--- config.mk ---
export PLATFORM = sky130hd
export DESIGN_NAME = hc148_event_encoder
export DESIGN_NICKNAME = d
export VERILOG_FILES = /design/src/rtl/hc148_event_encoder.sv
export SDC_FILE = /design/constraint.sdc
export NUM_CORES = 1
export LEC_CHECK = 0
export CAP_MARGIN = 20
export CORE_UTILIZATION = 35
export DETAILED_ROUTE_END_ITERATION = 8
export GPL_ROUTABILITY_DRIVEN = 0
export GPL_TIMING_DRIVEN = 1
export HOLD_SLACK_MARGIN = 0.05
export PLACE_DENSITY = 0.49
export RECOVER_POWER = 100
export SYNTH_ARGS = -nofsm -noshare
export SYNTH_HDL_FRONTEND = slang
export SYNTH_SLANG_ARGS = --single-unit
export TNS_END_PERCENT = 5
--- constraint.sdc ---
create_clock -name clk -period 4.3 [get_ports clk]
set_input_delay 1.29 -clock clk [delete_from_list [all_inputs] [get_ports clk]]
set_output_delay 1.29 -clock clk [all_outputs]
set_load 0.01 [all_outputs]
--- src/rtl/hc148_event_encoder.sv ---
// hc148_event_encoder: clocked 8-to-3 priority event encoder.
// Each active-low request line is synchronized and debounced. A debounced
// falling edge queues an event. The highest pending index is then presented
// on Dataout under a Valid/Ack handshake.
module hc148_event_encoder #(
  parameter int DEBOUNCE = 4
) (
  input  logic       clk,
  input  logic       rst_n,
  input  logic [7:0] DataIn,
  input  logic       EI,
  input  logic       Ack,
  output logic [2:0] Dataout,
  output logic       Valid,
  output logic       GS,
  output logic       EO
);

  typedef enum logic [1:0] {
    IDLE    = 2'd0,
    PRESENT = 2'd1,
    GAP     = 2'd2
  } state_t;

  localparam logic [7:0] DB_LIMIT = 8'(DEBOUNCE);

  logic [7:0] sync_meta;
  logic [7:0] sync;
  logic [7:0] filt;
  logic [7:0] filt_d;
  logic [7:0] cnt [8];
  logic [7:0] armed;
  logic [1:0] prime;
  logic [7:0] pending;
  logic [7:0] set_mask;
  logic [7:0] clr_mask;
  logic [2:0] sel;
  logic [2:0] dout_next;
  logic       valid_next;
  state_t     state;
  state_t     state_next;

  // Highest set bit of the pending vector; bit 7 wins.
  function automatic logic [2:0] top_index(input logic [7:0] v);
    top_index = 3'd0;
    for (int i = 0; i < 8; i++) begin
      if (v[i]) top_index = 3'(i);
    end
  endfunction

  // Two-flop synchronizer per request line.
  always_ff @(posedge clk or negedge rst_n) begin
    if (!rst_n) begin
      sync_meta <= 8'hFF;
      sync      <= 8'hFF;
    end else begin
      // NOTE: state registers use non-blocking assignments so every flop samples pre-edge values.
      sync_meta <= DataIn;
      sync      <= sync_meta;
    end
  end

  // Per-line debounce. The counter tallies consecutive synchronized samples
  // that disagree with the filtered level. Once it has seen DEBOUNCE of them,
  // the filter adopts the new level and the counter restarts. The counter is
  // capped at DEBOUNCE, so it never wraps.
  always_ff @(posedge clk or negedge rst_n) begin
    if (!rst_n) begin
      filt   <= 8'hFF;
      filt_d <= 8'hFF;
      // NOTE: the counter array is reset element by element. It is a small set of flops, not a RAM.
      for (int i = 0; i < 8; i++) cnt[i] <= '0;
    end else begin
      filt_d <= filt;
      for (int i = 0; i < 8; i++) begin
        if (cnt[i] == DB_LIMIT) begin
          filt[i] <= ~filt[i];
          cnt[i]  <= '0;
        end else if (sync[i] != filt[i]) begin
          cnt[i] <= cnt[i] + 8'd1;
        end else begin
          cnt[i] <= '0;
        end
      end
    end
  end

  // A line is armed only after it has been seen released (high) after reset.
  // A line still held low through reset release therefore cannot raise an
  // event until it rises and falls again. prime waits for the synchronizer
  // to refill before any line may arm.
  always_ff @(posedge clk or negedge rst_n) begin
    if (!rst_n) begin
      prime <= 2'b00;
      armed <= 8'h00;
    end else begin
      prime <= {prime[0], 1'b1};
      armed <= armed | (sync & {8{prime[1]}});
    end
  end

  assign set_mask = filt_d & ~filt & armed & {8{~EI}};
  assign sel      = top_index(pending);

  // Pending queue. When a line is set and cleared in the same cycle, the set wins.
  always_ff @(posedge clk or negedge rst_n) begin
    if (!rst_n) begin
      pending <= 8'h00;
    end else begin
      pending <= (pending & ~clr_mask) | set_mask;
    end
  end

  // Handshake FSM next-state and output logic.
  always_comb begin
    // NOTE: every output of this block gets a default first, so no latches are inferred.
    state_next = state;
    dout_next  = Dataout;
    valid_next = Valid;
    clr_mask   = 8'h00;
    case (state)
      IDLE: begin
        if (!EI && (pending != 8'h00)) begin
          dout_next  = sel;
          valid_next = 1'b1;
          state_next = PRESENT;
        end else begin
          valid_next = 1'b0;
        end
      end
      PRESENT: begin
        if (Ack) begin
          clr_mask   = 8'b1 << Dataout;
          valid_next = 1'b0;
          state_next = GAP;
        end
      end
      GAP: begin
        valid_next = 1'b0;
        state_next = IDLE;
      end
      default: begin
        valid_next = 1'b0;
        state_next = IDLE;
      end
    endcase
  end

  // FSM state and registered outputs.
  always_ff @(posedge clk or negedge rst_n) begin
    if (!rst_n) begin
      state   <= IDLE;
      Dataout <= 3'd0;
      Valid   <= 1'b0;
      GS      <= 1'b1;
      EO      <= 1'b1;
    end else begin
      state   <= state_next;
      Dataout <= dout_next;
      Valid   <= valid_next;
      GS      <= EI | (pending == 8'h00);
      EO      <= EI | (pending != 8'h00);
    end
  end

endmodule
**Signal wires on met3**

Scale: 4 px per um.
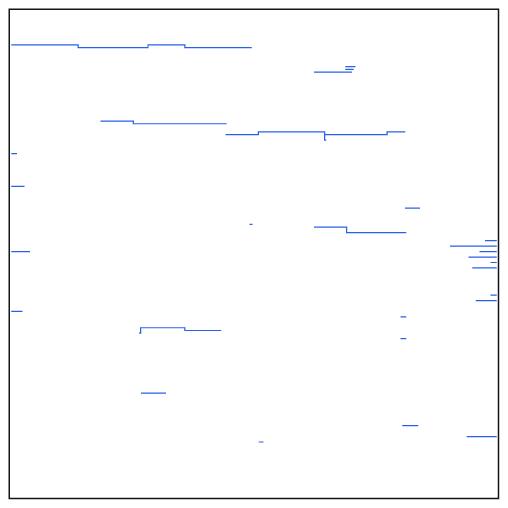
main direction	horizontal
longest straight run	23.2 um
share of all routed wire	3.3%
nets with wire on the layer	21
wire length on this layer	275 um

==> flow_metrics.tcl <==
# place-and-route summary
set metrics [dict create \
    r2r.worst_path.cells 4 \
    seq-cell-share_pct 51.6 \
    max-slew-margin-rel_pct 5.60 \
    numPlacedInstances 624 \
    timing.critical_path.fanout_max 7 \
    detail_route.iter0.violations 202 \
    synth_seq_share_pct 61.5 \
    met1_usage_pct 17.7 \
    count_of_flip_flops_with_a_built_in_enable_after_synthesis 0 \
    comb_cell_power_w 0.000553 \
    worst_slack_ps 1500 \
    stdcell_count 656 \
    via_count_of_the_first_global_routing_pass 3124 \
    post-cts-setup-buffer-count 0 \
    ys_dominant_reg_cell "dfrtp_1" \
    gr-usage-all-layers_pct 13.1 \
    chipArea_um2 14900 \
    hp-class "reg2reg" \
    dominant-cell-class "sequential cells" \
    half_perimeter_wire_length_after_detailed_placement_um 5310 \
    share_of_power_burned_in_the_clock_network_pct 38.4 \
    ys.warnings.count 0 \
    async_s_r_ff_share_synth_pct 100 \
    routed_wirelength_um 8350 \
    routed_via_density 4.67 \
    achievable-frequency_mhz 357 \
    critical_path.reg2reg.startpoint "pending[6]" \
    taps 180 \
    number_of_endpoints_failing_setup_at_the_final_stage 0 \
    run_status "complete, no violations" \
    clkSlewWorstSetupHoldPaths_ps 50 \
    number_of_cells_in_yosys_stat 428 \
    comb_area_um2 1850 \
    firstDrtPassIters 4 \
    n_multi_input_combinational_cell 285 \
    timing.critical_path.buf_inv 1 \
    stage_log_warnings 34 \
    timing_hold_violations_final 0 \
    routedWlPerCell_um 12.7 \
    synthesis.instances 428 \
    met2_length_um 3630 \
    cpPeakStageDelay_ps 640 \
    power_switching_w 0.00103 \
    comb_power_share_pct 15.5 \
    synth_area_leader_cell "dfrtp_1" \
    wl_met3_um 274 \
    vias 3064 \
    post_synth_mux_area_share_pct 0.795 \
    topCombFamilyByArea "simple AND/OR/NAND/NOR gates" \
    clock_tree_area_fraction_pct 9.61 \
    p_clk_w 0.00137 \
    clock_tree.buffer_depth 2 \
    path_delay_family "buffers and inverters" \
    maxSlewViolCount 0 \
    synthXorXnorAreaFrac_pct 11.1 \
    layout_min_cycle_time_ps 2800 \
    worst_clock_skew_on_the_final_layout_ps 5.70 \
    worst_ep_required_time_ps 3010 \
    reg2reg_to "Dataout[1]" \
    insertion_delay_ps 400 \
]
**Drive-strength map**

Scale: 3 px per um.
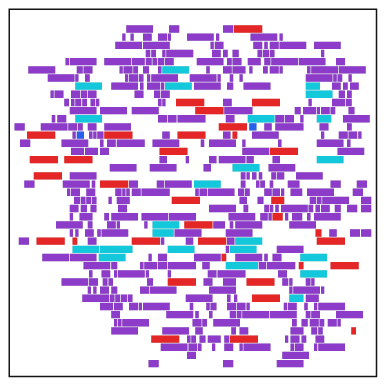
colour	size	cells	share	most used
red	drive 2	34	7.1%	dfstp_2
blue	drive 3 to 4	2	0.42%	clkinvlp_4
purple	drive 1 or less	417	88%	dfrtp_1
cyan	drive 6 and up	23	4.8%	clkbuf_16

[layout by cell type (no fill, tap or decap), drive strengths merged, types with 4 or more instances in the layout]
cell type / instances
nor4: 7
clkbuf: 25
clkinv: 4
dlygate4sd3: 16
ha: 16
nand2: 21
nand2b: 4
nand4b: 6
dfrtp: 88
xor2: 48
xnor2: 16
nand3: 42
o31ai: 11
dfstp: 34
nor2: 60
o21ai: 8
a21o: 8
inv: 19
and3: 24
[flip-flops by register name (all words and copies together), names as in the netlist]
register / cells
state: 2
filt_d: 8
cnt: 64
armed: 8
pending: 8
sync: 8
GS: 1
prime: 2
Dataout: 3
filt: 8
sync_meta: 8
Valid: 1
EO: 1
